`src/rtl/operand_fetch_scoreboard_if.sv`:
```
// Signal bundle between decode, the register file, the write-back snoop and execute.
// The scoreboard uses the slave view; whatever surrounds it uses the master view.
interface operand_fetch_scoreboard_if #(
  parameter int DATA_W = 32
);
  // decode side
  logic              in_valid;
  logic              in_ready;
  logic [3:0]        in_src1;
  logic [3:0]        in_src2;
  logic              in_use1;
  logic              in_use2;
  logic [3:0]        in_dest;
  logic              in_wr;
  // register-file read ports
  logic [3:0]        rf_src1;
  logic [3:0]        rf_src2;
  logic [DATA_W-1:0] rf_reg1;
  logic [DATA_W-1:0] rf_reg2;
  // write-back snoop
  logic              writeBackEn;
  logic [3:0]        Dest_wb;
  logic [DATA_W-1:0] Result_WB;
  // execute side
  logic              op_valid;
  logic              op_ready;
  logic [DATA_W-1:0] op_val1;
  logic [DATA_W-1:0] op_val2;
  logic [3:0]        op_dest;
  logic              op_wr;

  modport slave (
    input  in_valid, in_src1, in_src2, in_use1, in_use2, in_dest, in_wr,
    output in_ready,
    output rf_src1, rf_src2,
    input  rf_reg1, rf_reg2,
    input  writeBackEn, Dest_wb, Result_WB,
    output op_valid, op_val1, op_val2, op_dest, op_wr,
    input  op_ready
  );

  modport master (
    output in_valid, in_src1, in_src2, in_use1, in_use2, in_dest, in_wr,
    input  in_ready,
    input  rf_src1, rf_src2,
    output rf_reg1, rf_reg2,
    output writeBackEn, Dest_wb, Result_WB,
    input  op_valid, op_val1, op_val2, op_dest, op_wr,
    output op_ready
  );
endinterface

```
`src/rtl/operand_fetch_scoreboard.sv`:
```
// Operand fetch with per-register pending-write scoreboard and write-back bypass; 2-cycle accept-to-valid, 1/cycle.
// Backpressure: OUT holds while op_ready=0, HOLD fills behind it, then in_ready drops; nothing dropped or duplicated.
module operand_fetch_scoreboard #(
  parameter int PEND_W = 2,
  parameter int DATA_W = 32
) (
  input  logic                       clk,
  input  logic                       rst,
  operand_fetch_scoreboard_if.slave  bus
);

  typedef struct packed {
    logic [3:0] src1;
    logic [3:0] src2;
    logic       use1;
    logic       use2;
    logic [3:0] dest;
    logic       wr;
  } hold_t;

  typedef struct packed {
    logic [DATA_W-1:0] val1;
    logic [DATA_W-1:0] val2;
    logic [3:0]        dest;
    logic              wr;
  } out_t;

  // State bits are {hold_valid, op_valid}.
  typedef enum logic [1:0] {
    ST_EMPTY = 2'b00,
    ST_OUT   = 2'b01,
    ST_HOLD  = 2'b10,
    ST_BOTH  = 2'b11
  } slot_st_t;

  localparam logic [PEND_W-1:0] PEND_ZERO = '0;
  localparam logic [PEND_W-1:0] PEND_ONE  = PEND_W'(1);
  localparam logic [PEND_W-1:0] PEND_MAX  = '1;

  slot_st_t          r_state;
  hold_t             r_hold;
  out_t              r_out;
  logic [PEND_W-1:0] r_pend [16];

  logic              w_hold_vld;
  logic              w_op_vld;
  logic              w_wb_hit1;
  logic              w_wb_hit2;
  logic              w_blk1;
  logic              w_blk2;
  logic              w_dec;
  logic              w_ovf;
  logic              w_resolve;
  logic              w_out_free;
  logic              w_move;
  logic              w_in_rdy;
  logic              w_load;
  logic              w_inc;
  logic              w_hold_nxt;
  logic              w_op_nxt;
  slot_st_t          w_st_nxt;
  logic [DATA_W-1:0] w_opnd1;
  logic [DATA_W-1:0] w_opnd2;
  hold_t             w_hold_in;
  out_t              w_out_in;
  logic [15:0]       w_inc_vec;
  logic [15:0]       w_dec_vec;

  assign w_hold_vld = (r_state == ST_HOLD) || (r_state == ST_BOTH);
  assign w_op_vld   = (r_state == ST_OUT)  || (r_state == ST_BOTH);

  assign w_wb_hit1 = bus.writeBackEn && (bus.Dest_wb == r_hold.src1) && (r_hold.src1 != 4'd0);
  assign w_wb_hit2 = bus.writeBackEn && (bus.Dest_wb == r_hold.src2) && (r_hold.src2 != 4'd0);

  // A source is released early when this cycle's write-back retires its last pending writer.
  assign w_blk1 = r_hold.use1 && (r_hold.src1 != 4'd0) && (r_pend[r_hold.src1] != PEND_ZERO)
                  && !(w_wb_hit1 && (r_pend[r_hold.src1] == PEND_ONE));
  assign w_blk2 = r_hold.use2 && (r_hold.src2 != 4'd0) && (r_pend[r_hold.src2] != PEND_ZERO)
                  && !(w_wb_hit2 && (r_pend[r_hold.src2] == PEND_ONE));

  // Write-backs to untracked or idle registers never touch a counter.
  assign w_dec = bus.writeBackEn && (bus.Dest_wb != 4'd0) && (r_pend[bus.Dest_wb] != PEND_ZERO);

  assign w_ovf = r_hold.wr && (r_hold.dest != 4'd0) && (r_pend[r_hold.dest] == PEND_MAX)
                 && !(w_dec && (bus.Dest_wb == r_hold.dest));

  assign w_resolve  = w_hold_vld && !w_blk1 && !w_blk2 && !w_ovf;
  assign w_out_free = !w_op_vld || bus.op_ready;
  assign w_move     = w_resolve && w_out_free;
  assign w_in_rdy   = !w_hold_vld || w_move;
  assign w_load     = bus.in_valid && w_in_rdy;
  assign w_inc      = w_move && r_hold.wr && (r_hold.dest != 4'd0);

  assign w_opnd1 = !r_hold.use1 ? '0 : (w_wb_hit1 ? bus.Result_WB : bus.rf_reg1);
  assign w_opnd2 = !r_hold.use2 ? '0 : (w_wb_hit2 ? bus.Result_WB : bus.rf_reg2);

  assign w_hold_in = '{src1: bus.in_src1, src2: bus.in_src2, use1: bus.in_use1,
                       use2: bus.in_use2, dest: bus.in_dest, wr: bus.in_wr};
  assign w_out_in  = '{val1: w_opnd1, val2: w_opnd2, dest: r_hold.dest, wr: r_hold.wr};

  assign w_hold_nxt = w_load || (w_hold_vld && !w_move);
  assign w_op_nxt   = w_move || (w_op_vld && !bus.op_ready);
  assign w_st_nxt   = slot_st_t'({w_hold_nxt, w_op_nxt});

  always_ff @(posedge clk or negedge rst) begin
    if (!rst) begin
      r_state <= ST_EMPTY;
      r_hold  <= '0;
      r_out   <= '0;
    end else begin
      r_state <= w_st_nxt;
      if (w_load) begin
        r_hold <= w_hold_in;
      end
      if (w_move) begin
        r_out <= w_out_in;
      end
    end
  end

  always_comb begin
    w_inc_vec = '0;
    w_dec_vec = '0;
    if (w_inc) begin
      w_inc_vec[r_hold.dest] = 1'b1;
    end
    if (w_dec) begin
      w_dec_vec[bus.Dest_wb] = 1'b1;
    end
  end

  // Both qualifiers exclude register 0, so its counter never leaves zero.
  always_ff @(posedge clk or negedge rst) begin
    if (!rst) begin
      for (int i = 0; i < 16; i++) begin
        r_pend[i] <= '0;
      end
    end else begin
      for (int i = 0; i < 16; i++) begin
        if (w_inc_vec[i] && !w_dec_vec[i]) begin
          r_pend[i] <= r_pend[i] + PEND_ONE;
        end else if (w_dec_vec[i] && !w_inc_vec[i]) begin
          r_pend[i] <= r_pend[i] - PEND_ONE;
        end
      end
    end
  end

  assign bus.in_ready = w_in_rdy;
  assign bus.rf_src1  = w_hold_vld ? r_hold.src1 : 4'd0;
  assign bus.rf_src2  = w_hold_vld ? r_hold.src2 : 4'd0;
  assign bus.op_valid = w_op_vld;
  assign bus.op_val1  = r_out.val1;
  assign bus.op_val2  = r_out.val2;
  assign bus.op_dest  = r_out.dest;
  assign bus.op_wr    = r_out.wr;

endmodule

```
`src/flat_wrapper.sv`:
```
// flat-port wrapper written by rule: the top's interface ports become plain ports
module operand_fetch_scoreboard_flat 
#(
  parameter int PEND_W = 2,
  parameter int DATA_W = 32
)
  (clk, rst, bus_in_valid, bus_in_src1, bus_in_src2, bus_in_use1, bus_in_use2, bus_in_dest, bus_in_wr, bus_in_ready, bus_rf_src1, bus_rf_src2, bus_rf_reg1, bus_rf_reg2, bus_writeBackEn, bus_Dest_wb, bus_Result_WB, bus_op_valid, bus_op_val1, bus_op_val2, bus_op_dest, bus_op_wr, bus_op_ready);
  operand_fetch_scoreboard_if #(.DATA_W(DATA_W)) bus_i ();
  input  logic clk;
  input  logic rst;
  input wire logic [$bits(bus_i.in_valid)-1:0] bus_in_valid;
  input wire logic [$bits(bus_i.in_src1)-1:0] bus_in_src1;
  input wire logic [$bits(bus_i.in_src2)-1:0] bus_in_src2;
  input wire logic [$bits(bus_i.in_use1)-1:0] bus_in_use1;
  input wire logic [$bits(bus_i.in_use2)-1:0] bus_in_use2;
  input wire logic [$bits(bus_i.in_dest)-1:0] bus_in_dest;
  input wire logic [$bits(bus_i.in_wr)-1:0] bus_in_wr;
  output wire logic [$bits(bus_i.in_ready)-1:0] bus_in_ready;
  output wire logic [$bits(bus_i.rf_src1)-1:0] bus_rf_src1;
  output wire logic [$bits(bus_i.rf_src2)-1:0] bus_rf_src2;
  input wire logic [$bits(bus_i.rf_reg1)-1:0] bus_rf_reg1;
  input wire logic [$bits(bus_i.rf_reg2)-1:0] bus_rf_reg2;
  input wire logic [$bits(bus_i.writeBackEn)-1:0] bus_writeBackEn;
  input wire logic [$bits(bus_i.Dest_wb)-1:0] bus_Dest_wb;
  input wire logic [$bits(bus_i.Result_WB)-1:0] bus_Result_WB;
  output wire logic [$bits(bus_i.op_valid)-1:0] bus_op_valid;
  output wire logic [$bits(bus_i.op_val1)-1:0] bus_op_val1;
  output wire logic [$bits(bus_i.op_val2)-1:0] bus_op_val2;
  output wire logic [$bits(bus_i.op_dest)-1:0] bus_op_dest;
  output wire logic [$bits(bus_i.op_wr)-1:0] bus_op_wr;
  input wire logic [$bits(bus_i.op_ready)-1:0] bus_op_ready;
  assign bus_i.in_valid = bus_in_valid;
  assign bus_i.in_src1 = bus_in_src1;
  assign bus_i.in_src2 = bus_in_src2;
  assign bus_i.in_use1 = bus_in_use1;
  assign bus_i.in_use2 = bus_in_use2;
  assign bus_i.in_dest = bus_in_dest;
  assign bus_i.in_wr = bus_in_wr;
  assign bus_in_ready = bus_i.in_ready;
  assign bus_rf_src1 = bus_i.rf_src1;
  assign bus_rf_src2 = bus_i.rf_src2;
  assign bus_i.rf_reg1 = bus_rf_reg1;
  assign bus_i.rf_reg2 = bus_rf_reg2;
  assign bus_i.writeBackEn = bus_writeBackEn;
  assign bus_i.Dest_wb = bus_Dest_wb;
  assign bus_i.Result_WB = bus_Result_WB;
  assign bus_op_valid = bus_i.op_valid;
  assign bus_op_val1 = bus_i.op_val1;
  assign bus_op_val2 = bus_i.op_val2;
  assign bus_op_dest = bus_i.op_dest;
  assign bus_op_wr = bus_i.op_wr;
  assign bus_i.op_ready = bus_op_ready;
  operand_fetch_scoreboard #(.PEND_W(PEND_W), .DATA_W(DATA_W)) u_core (.clk(clk), .rst(rst), .bus(bus_i));
endmodule
```
`config.mk`:
```
export PLATFORM = sky130hd
export DESIGN_NAME = operand_fetch_scoreboard_flat
export DESIGN_NICKNAME = d
export VERILOG_FILES = /design/src/rtl/operand_fetch_scoreboard_if.sv /design/src/rtl/operand_fetch_scoreboard.sv /design/src/flat_wrapper.sv
export SDC_FILE = /design/constraint.sdc
export NUM_CORES = 1
export LEC_CHECK = 0
export CAP_MARGIN = 20
export CORE_UTILIZATION = 49
export CTS_CLUSTER_DIAMETER = 120
export DETAILED_ROUTE_END_ITERATION = 8
export PLACE_DENSITY = 0.81
export SYNTH_ARGS = -nofsm -noshare
export SYNTH_HDL_FRONTEND = slang
export SYNTH_SLANG_ARGS = --single-unit
```
`constraint.sdc`:
```
create_clock -name clk -period 4.1 [get_ports clk]
set_input_delay 0.41 -clock clk [delete_from_list [all_inputs] [get_ports clk]]
set_output_delay 0.41 -clock clk [all_outputs]
set_load 0.01 [all_outputs]
```
wires.png
Bar = 20 um. Only two layers are drawn.
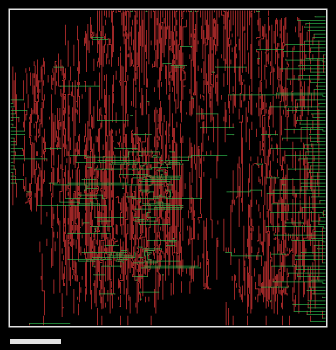
legend:
  red:
    layer: metal 2
    wire_length: 10900 um
  green:
    layer: metal 3
    wire_length: 2000 um
GRT Total Usage: 30.2%
via count: 6626
WL final: 22.9 mm

==> impl_metrics.csv <==
group,metric,value,unit
logic_synthesis,ys_sh_simple,11.2,%
sta,fin_crit_sh,97.3,%
clocking,insertion_delay,0.42,ns
logic_synthesis,ys_seq_share,40.5,%
floorplan,die_h,124,um
floorplan,fp.dieW,124,um
logic_synthesis,netlist_instances,721,
clocking,clkTransAtPathRegs,0.06,ns
sta,holdWs,0.125,ns
sta,finalSetupViolations,0,
power,power_frac_comb,52.4,%
drt,ant_nets,0,
sta,max_freq,251,MHz
power,power_frac_seq,28.7,%
clocking,tritoncts,"yes",
logic_synthesis,syn_area,0.00730,mm^2
final_layout,comb_cells,525,
power,leakagePower,3.91,nW
logic_synthesis,synth_flops,118,
logic_synthesis,muxShareOfSynthArea,17.2,%
clocking,cts_buffers,17,
sta,max_slew.worst_pin.slew,0.926,ns
setup_path,worstSetupEndpointType,"output pin",
global_route,grt_pass1_vias,6397,
final_layout,n_sequential_cell,118,
logic_synthesis,ys.warnings.count,0,
sta,max_slew_margin,38.3,%
final_layout,area_growth_syn_to_layout,37.7,%
status,status,"finished, final reports clean",
logic_synthesis,synthTopLogicFamily,"multiplexers",
setup_path,critPathKind,"register to output pin",
logic_synthesis,compound_area_share,17.2,%
power,vdd_drop_max,642,uV
drt,top_layer_used,"met4",
congestion.png
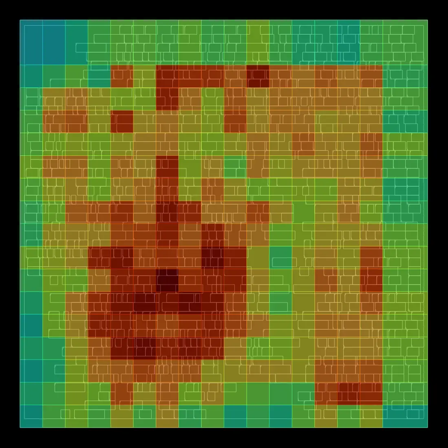
GRT Max-Usage Layer: met2
Global Route met3 Usage: 6.91%

==> registers in the layout (all words and copies together) (netlist names) <==
name                count
u_core.r_hold          15
u_core.bus.op_val2     32
u_core.r_state          2
u_core.bus.op_val1     32
u_core.bus.op_dest      4
u_core.r_pend          32
u_core.bus.op_wr        1
==> power by group through the flow <==
stage	clock network, mW	registers, mW	logic (mW)
floorplan	0	2.15	3.07
global placement	0	2.40	4.35
detailed placement	0	2.42	4.41
CTS	1.62	2.41	4.43
global route	1.67	2.50	4.82
finish	1.61	2.44	4.46
==> placed cells by master (no fill, tap or decap), types with 7 or more instances in the layout <==
master / instances
xor2_1: 33
nand2_1: 36
nor2b_1: 7
buf_4: 24
ha_1: 15
nor2_1: 31
o21ai_0: 82
mux2i_1: 76
nor3_1: 22
and2_1: 9
nand2b_1: 22
xnor2_1: 22
o211ai_1: 23
mux4_2: 19
nand3_1: 7
clkbuf_16: 17
o31ai_1: 64
clkdlybuf4s50_1: 197
dfrtp_1: 117
==> worst max-delay path, stage by stage, from the launching register on <==
cell and delay (ns):
dfrtp_1 0.56, mux4_2 0.56, mux4_2 0.47, nor4b_1 0.16, or3_2 0.54, o21a_1 0.25
inv_1 0.08, clkdlybuf4s50_1 0.53
==> worst max path at each step <==
stage / end / cells past startpoint
2_1_floorplan: u_core.r_pend[7] / 14
3_3_place_gp: u_core.r_pend[7] / 12
3_5_place_dp: u_core.r_pend[23] / 10
4_1_cts: bus_in_ready / 8
5_1_grt: bus_in_ready / 7
6_report: bus_in_ready / 7
==> what timing repair did <==
action                                  4_1_cts  5_1_grt
endpoints found under the setup margin        0        1
resized                                       0        1
buffers inserted                              0        0
Power is estimated from default activity; no workload was simulated.
